==> images/clock_wires.png <==
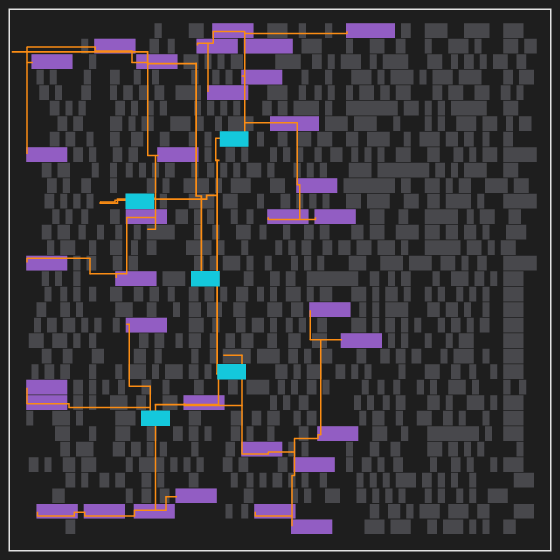
==> images/port_trees.png <==
The bar under the picture is 20 um long.
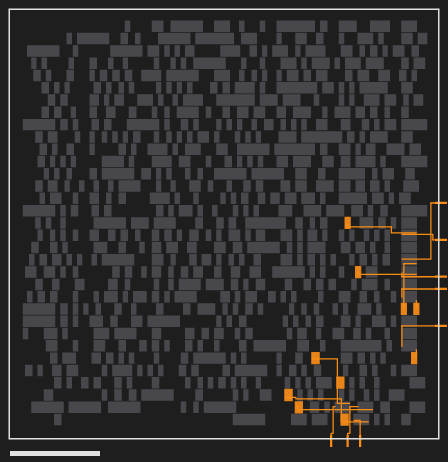
==> images/ff_map.png <==
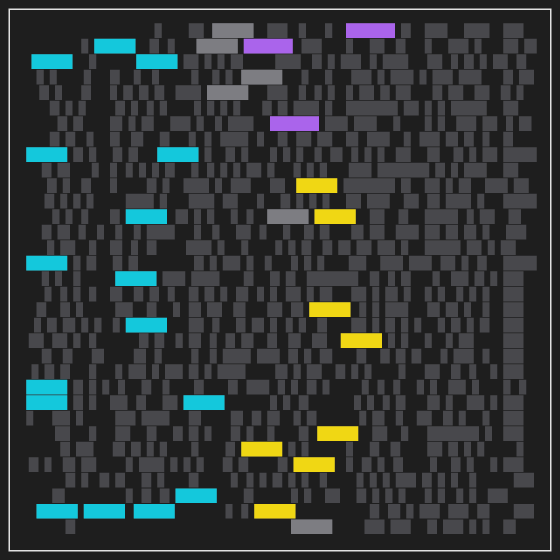
==> images/m1.png <==
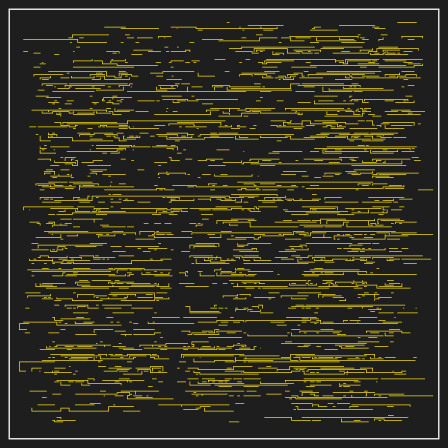
==> images/congestion_map.png <==
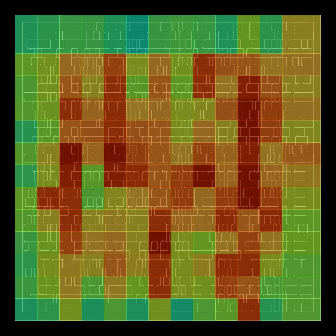
$ cat config.mk
export PLATFORM = sky130hd
export DESIGN_NAME = lift_car_controller
export DESIGN_NICKNAME = d
export VERILOG_FILES = /design/src/rtl/lift_car_controller.sv
export SDC_FILE = /design/constraint.sdc
export NUM_CORES = 1
export LEC_CHECK = 0
export ABC_AREA = 1
export CELL_PAD_IN_SITES_DETAIL_PLACEMENT = 1
export CELL_PAD_IN_SITES_GLOBAL_PLACEMENT = 1
export CORE_MARGIN = 2
export CORE_UTILIZATION = 39
export CTS_CLUSTER_DIAMETER = 40
export DETAILED_ROUTE_END_ITERATION = 10
export PLACE_DENSITY_LB_ADDON = 0.12
export SLEW_MARGIN = 10
export SYNTH_ARGS = -nofsm -noshare
export SYNTH_HDL_FRONTEND = slang
export SYNTH_SLANG_ARGS = --single-unit
$ cat constraint.sdc
create_clock -name clk -period 2.3 [get_ports clk]
set_input_delay 0.46 -clock clk [delete_from_list [all_inputs] [get_ports clk]]
set_output_delay 0.46 -clock clk [all_outputs]
set_load 0.03 [all_outputs]
$ cat src/rtl/lift_car_controller.sv
// Per-car SCAN controller: queues assignments and cab calls in a floor bitmap and moves the car between stops.
// Latency: IDLE->MOVE 1 cycle, TRAVEL_CYCLES per floor, DOOR_CYCLES open per stop; dest_floor is combinational from state.
// Backpressure: assign_ready is low only during reset and the first cycle after. Optional LIFT_DOOR_REOPEN_EN extends the door on same-floor calls.
module lift_car_controller #(
    parameter int FLOORS        = 8,
    parameter int TRAVEL_CYCLES = 4,
    parameter int DOOR_CYCLES   = 8
) (
    input  logic       clk,
    input  logic       reset,
    input  logic       assign_valid,
    input  logic [2:0] assign_floor,
    output logic       assign_ready,
    input  logic [7:0] cab_call,
    output logic [2:0] curr_floor,
    output logic [2:0] dest_floor,
    output logic       moving,
    output logic       dir_up,
    output logic       door_open,
    output logic [7:0] pending
);
    typedef enum logic [1:0] {IDLE, MOVE, DOOR} state_t;

    localparam logic [7:0]  FLOOR_MASK  = 8'((1 << FLOORS) - 1);
    localparam logic [15:0] TRAVEL_LOAD = 16'(TRAVEL_CYCLES - 1);
    localparam logic [15:0] DOOR_LOAD   = 16'(DOOR_CYCLES - 1);

    state_t      state, state_nx;
    logic [15:0] timer, timer_nx;
    logic [2:0]  floor_nx, step_floor;
    logic [7:0]  pending_nx, req_all, cur_onehot, step_onehot, above_mask, below_mask;
    logic        dir_nx, dir_sel, same_floor, has_above, has_below;

    // Out-of-range assignments shift into masked bits and vanish here.
    assign req_all     = (((assign_valid && assign_ready) ? (8'b1 << assign_floor) : 8'b0) | cab_call) & FLOOR_MASK;
    assign cur_onehot  = 8'b1 << curr_floor;
    assign same_floor  = |(req_all & cur_onehot);
    assign above_mask  = ~((cur_onehot << 1) - 8'd1);
    assign below_mask  = cur_onehot - 8'd1;
    assign has_above   = |(pending & above_mask);
    assign has_below   = |(pending & below_mask);
    assign dir_sel     = dir_up ? has_above : !has_below;
    assign step_floor  = dir_up ? curr_floor + 3'd1 : curr_floor - 3'd1;
    assign step_onehot = 8'b1 << step_floor;

    always_ff @(posedge clk) begin
        if (reset) begin
            state        <= IDLE;
            curr_floor   <= 3'd0;
            pending      <= 8'd0;
            dir_up       <= 1'b1;
            timer        <= 16'd0;
            assign_ready <= 1'b0;
            moving       <= 1'b0;
            door_open    <= 1'b0;
        end else begin
            state        <= state_nx;
            curr_floor   <= floor_nx;
            pending      <= pending_nx;
            dir_up       <= dir_nx;
            timer        <= timer_nx;
            assign_ready <= 1'b1;
            moving       <= (state_nx == MOVE);
            door_open    <= (state_nx == DOOR);
        end
    end

    always_comb begin
        state_nx   = state;
        floor_nx   = curr_floor;
        pending_nx = pending | req_all;
        dir_nx     = dir_up;
        timer_nx   = timer;
        case (state)
            IDLE: begin
                pending_nx = pending | (req_all & ~cur_onehot);
                if (same_floor) begin
                    state_nx = DOOR;
                    timer_nx = DOOR_LOAD;
                end else if (pending != 8'd0) begin
                    state_nx = MOVE;
                    dir_nx   = dir_sel;
                    timer_nx = TRAVEL_LOAD;
                end
            end
            MOVE: begin
                if (timer == 16'd0) begin
                    floor_nx = step_floor;
                    // A call landing on the arrival floor in this same cycle still stops the car.
                    if (|((pending | req_all) & step_onehot)) begin
                        pending_nx = (pending | req_all) & ~step_onehot;
                        state_nx   = DOOR;
                        timer_nx   = DOOR_LOAD;
                    end else begin
                        timer_nx = TRAVEL_LOAD;
                    end
                end else begin
                    timer_nx = timer - 16'd1;
                end
            end
            DOOR: begin
                pending_nx = pending | (req_all & ~cur_onehot);
`ifdef LIFT_DOOR_REOPEN_EN
                if (same_floor) begin
                    timer_nx = DOOR_LOAD;
                end else
`endif
                if (timer == 16'd0) begin
                    if (pending != 8'd0) begin
                        state_nx = MOVE;
                        dir_nx   = dir_sel;
                        timer_nx = TRAVEL_LOAD;
                    end else begin
                        state_nx = IDLE;
                    end
                end else begin
                    timer_nx = timer - 16'd1;
                end
            end
            default: state_nx = IDLE;
        endcase
    end

    // Descending scan keeps the lowest hit going up; ascending keeps the highest going down.
    always_comb begin
        dest_floor = curr_floor;
        if (state == MOVE) begin
            if (dir_up) begin
                for (int i = FLOORS - 1; i >= 0; i--)
                    if (pending[i] && (3'(i) > curr_floor)) dest_floor = 3'(i);
            end else begin
                for (int i = 0; i < FLOORS; i++)
                    if (pending[i] && (3'(i) < curr_floor)) dest_floor = 3'(i);
            end
        end
    end
endmodule
==> summary.txt <==
yosys + openroad results -> Horiz. Die Dim 94.7 um, drt initial violations 135, WHS Endpoint timer[3], Pint 2.63 mW, # fillers 1,143, Detailed Place HPWL 9840 um, final RePlAce weighted congestion 0.928, chip area 8970 sq um, Tmin final 2.44 ns, CTS Buf Count 5, crit-path max FO 6, largest class combinational gates, ys flops 33, Max Fclk 0.411 GHz, mux share 0%, DR WL met2 7180 um, most common cell after layout, fill and taps aside nand2_1, status complete, but fails checks, first-pass GRT wire length 20,500 um, top cells, area dfxtp_1 21%, nand2_1 17%, inv_1 9.0%, nand3_1 8.6%, nor2_1 8.4%, Complex Gates by Area 17.1%, CP endpoint dest_floor[1], comb_multi_in 438, setup TNS -0.325 ns, met1 Use GR 31.4%, Max Buffers Root-to-Sink 2, total clock sinks 33, Pins Over Slew Limit 0, Post-synth top cells 144 x nand2_1, 77 x inv_1, 72 x nor2_1, 55 x nand3_1, 44 x a21oi_1, failing checks setup timing, Worst EP required 1.84 ns, distinct cell type count after synthesis 33, WHS 0.501 ns, Residual DRC 0, Place WS -0.108 ns, worst path cell trace buf_2 -> buf_4 -> buf_4 -> nand3_1 -> nand2_1 -> o21ai_1 -> nand2_1 -> a22oi_2 -> buf_6, ANT cells 0, Max Cap Viol 0, final net count 675, hold path cells 2, Tap Count 105, PnR worst setup slack -0.136 ns, Slowest cell on crit path dfxtp_4, Placed Area 3850 sq um, Sequential Power Share 16.3%, layout cells sized above 1 21.3%, top power group combinational logic, Clock power frac 8.4%, routed via count 4,180, Post-Syn Instances 572, Top Ports 32, Final Hold Viols 0, R2R Path Start curr_floor[0], seq pwr 0.989 mW, Final setup viols 3, yosys stat area 3210 sq um, fin crit share 106%, Logic family by area simple AND/OR/NAND/NOR gates, Overflow after GRT 0, flop count 33, NetSw 3.43 mW, xor/xnor share 2.46%, area leader, netlist dfxtp_1, Worst setup startpoint curr_floor[2], mapped cell area 3210 sq um, Non-clock buffer share 16.4%, Rel. slew slack 58.4%
Notes on clock_wires.png above:
legend:
  clock wires:
    colour: orange
    length: 565 um
  flip-flops:
    colour: purple
    count: 33
  clock-net drivers:
    colour: cyan
    count: 5
routed clock nets: 6

Notes on port_trees.png above:
legend:
  cab_call:
    colour: orange
    bits: 8
    direction: input
    edge: 5 right, 3 bottom
    end_cells: 10
    buffers: 8
    wire: 188 um

Notes on ff_map.png above:
legend:
  timer:
    colour: cyan
    sequential_cells: 16
  curr_floor:
    colour: purple
    sequential_cells: 3
  pending:
    colour: yellow
    sequential_cells: 8
not coloured: 6

Notes on m1.png above:
main direction: horizontal
nets with wire on the layer: 624
longest straight run: 33.3 um
wire length on this layer: 5,430 um

Notes on congestion_map.png above:
M3 GR Usage: 3.27%
GR peak layer: met2
mean routed wirelength per cell: 17.9 um

Power figures rest on the tool's default switching activity, not on a simulated workload.
